==> config.mk <==
export PLATFORM = sky130hd
export DESIGN_NAME = syzygy_adc_capture_flat
export DESIGN_NICKNAME = d
export VERILOG_FILES = /design/src/rtl/syzygy_adc_capture_if.sv /design/src/rtl/syzygy_adc_capture.sv /design/src/flat_wrapper.sv
export SDC_FILE = /design/constraint.sdc
export NUM_CORES = 1
export LEC_CHECK = 0
export CORE_MARGIN = 2
export CORE_UTILIZATION = 60
export CTS_BUF_LIST = sky130_fd_sc_hd__clkbuf_4 sky130_fd_sc_hd__clkbuf_8 sky130_fd_sc_hd__clkbuf_16
export DETAILED_ROUTE_END_ITERATION = 10
export PLACE_DENSITY = 0.79
export REMOVE_ABC_BUFFERS = 1
export SLEW_MARGIN = 20
export SYNTH_ARGS = -nofsm -noshare
export SYNTH_HDL_FRONTEND = slang
export SYNTH_SLANG_ARGS = --single-unit
==> constraint.sdc <==
create_clock -name clk -period 5.6 [get_ports clk]
set_input_delay 1.4 -clock clk [delete_from_list [all_inputs] [get_ports clk]]
set_output_delay 1.4 -clock clk [all_outputs]
set_load 0.02 [all_outputs]
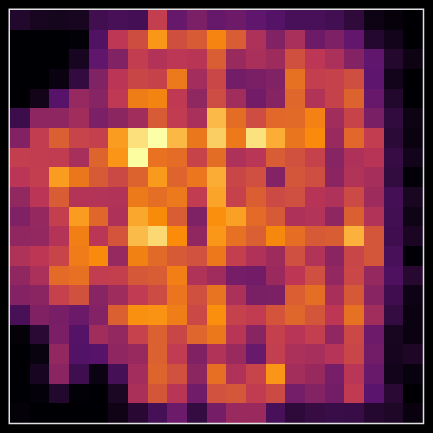
*Wire density map*
(2 px per micron) The die is cut into 21 by 21 equal tiles; black is low, pale yellow is high, scaled to the fullest tile. Values are wire area over tile area, all layers added.
fullest tile: 0.52
tiles over half the peak: 41%
mean over tiles: 0.22
emptiest ninth of the die: lower left
nearly empty tiles: 6.8%
Post-Route WL: 56300 microns
wire length per cell: 26.3 microns
Vias: 13621
aggregate global-route resource usage: 27.4%

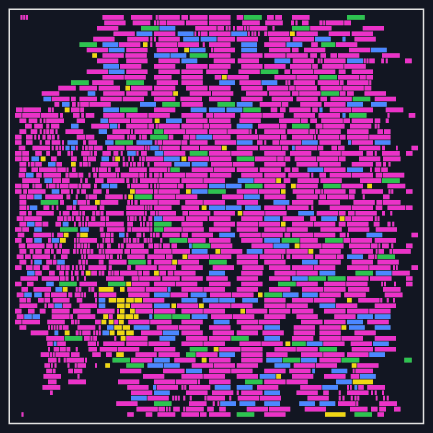
*Cell sizes after repair*
(2 px per micron)
[_3 and _4 cells] yellow | cells: 77
[_2 cells] blue | cells: 175
[_0 and _1 cells] magenta | cells: 1287
[_6 and larger] green | cells: 65
number of buffers other than clock buffers in the final layout: 134
area of all placed cells without fillers: 28100 sq um
fin worst setup slack: 1.38 ns
area growth from synthesis to layout: 14.2%

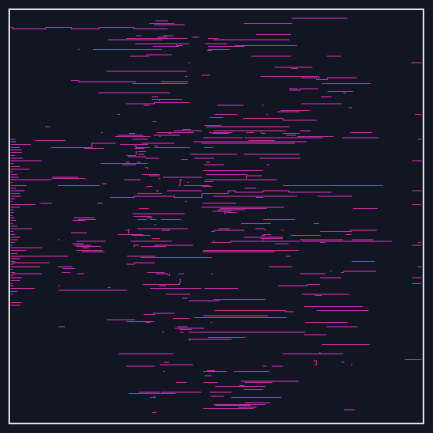
*The metal 3 layer*
(2 px per micron)
main direction: horizontal
wire length on this layer: 4520 microns
longest straight run: 58.0 microns
global-route track usage on met3: 4.62%

==> notes.md <==
flow finished, numbers: chip height 206 microns, Seq cells post-synth 603, data arrival at the endpoint of the critical path 4.72 ns, number of placement rows 74, most common cell in the synthesized netlist sky130_fd_sc_hd__edfxtp_1, highest attainable clock frequency 0.237 GHz, MI comb area 6780 sq um, number of H-tree levels 2, static leakage 10.1 nW, register area share after synthesis 70.9%, maximum number of pins on one net before global-route repair 77, DRT iter0 DRCs 1325, Port Buf Inserts 97, cycle use final 75.3%, Clk Latency, worst-skew pair 0.60 ns, number of buffers between clock root and the deepest sink 3, Syn. warnings 0, highest net fanout along the worst path 30, Remaining DRCs 0, Post-CTS Hold Fix Bufs 0, Core Region 40600 sq um, Power Density 471 nW/um^2, Period minus WS final 4.22 ns, main flop type after synthesis sky130_fd_sc_hd__edfxtp_1, yosys stat chip area 24600 sq um, flip-flop count of the largest register, all copies and words added 464, status finished, final reports clean, buffers inserted by post-CTS timing repair 0, synth cell count leaders 464 x sky130_fd_sc_hd__edfxtp_1, 164 x sky130_fd_sc_hd__nand2_1, 139 x sky130_fd_sc_hd__dfrtp_1, 115 x sky130_fd_sc_hd__mux4_2, 60 x sky130_fd_sc_hd__nor2_1, required time of the critical path 6.10 ns, share of the core filled with cells 69.0%, weighted congestion at the end of routability-driven global placement 0.843, Detailed Routing Iterations Pass 1 7, Adder Area Share 2.12%, sequential cell area in the final layout 17400 sq um, maximum capacitance violations 0, Critical Path Start Type input port, number of pins exceeding their max-slew limit in the final report 0, global-route wire length before repair 84300 microns, antenna violations before repair 0, main area contributors sky130_fd_sc_hd__edfxtp_1 57%, sky130_fd_sc_hd__dfrtp_1 14%, sky130_fd_sc_hd__mux4_2 11%, sky130_fd_sc_hd__nand2_1 2.5%, sky130_fd_sc_hd__ha_1 2.0%, most common logic cell in the routed design sky130_fd_sc_hd__edfxtp_1, number of filler cells placed in the layout 2533, fraction of synthesis flops using an asynchronous set or reset pin 23.1%, instance tally after logic synthesis 1441, nature of the critical path endpoint flop, die width 206 microns, post-synth tally of flip-flops with integrated enable 464, post-detailed-placement half-perimeter wirelength 31700 microns
## logic make-up after synthesis
group / after synthesis
XOR/XNOR: 30
AND/OR/NAND/NOR: 305
multiplexers: 186
AND-OR/OR-AND: 159
buffers and inverters: 116
flip-flops: 603
other: 1
adder cells (fa/ha/maj): 41
## cell type report
type | count | share of cell area [%]
flip-flops and latches | 603 | 62.1
multi-input cells | 725 | 24.2
clock buffers | 84 | 5.96
repair buffers | 134 | 4.54
well taps | 532 | 2.37
inverters | 37 | 0.495
clock inverters | 21 | 0.392
## report_power, final
group / internal [mW] / switching (mW)
Sequential: 5.44 / 0.627
Combinational: 1.73 / 1.76
Clock: 2.07 / 1.61
## per-layer routing
metal	GRT usage (%)	wire length (microns)	up-vias
met2	45.3	28100	680
met4	9.34	1700	0
met3	4.62	4520	107
met5	0	0	-
li1	-	-	5822
met1	37.4	22000	7012
## worst max-delay path: stages
cell and delay, ns:
sky130_fd_sc_hd__clkdlybuf4s50_1 0.65, sky130_fd_sc_hd__ha_1 0.31, sky130_fd_sc_hd__a21oi_1 0.13, sky130_fd_sc_hd__nand2_1 0.07, sky130_fd_sc_hd__a211oi_1 0.37, sky130_fd_sc_hd__a221oi_2 0.14
sky130_fd_sc_hd__or2_2 0.55, sky130_fd_sc_hd__a21oi_1 0.76, sky130_fd_sc_hd__o21ai_0 0.21, sky130_fd_sc_hd__o31ai_1 0.11
## stage by stage
step                power, mW  area, sq um  setup slack (ns)  hold slack (ns)  instances
floorplan                8.55        24200            -0.806            0.441       1365
global placement         9.51        26300             0.903            0.458       2031
detailed placement       9.63        26300             0.851            0.462       2031
CTS                      13.3        28100              1.47            0.479       2136
global route             13.8        28100              1.12            0.508       2136
finish                   13.2        28100              1.38            0.471       2136
Power is estimated from default activity; no workload was simulated.
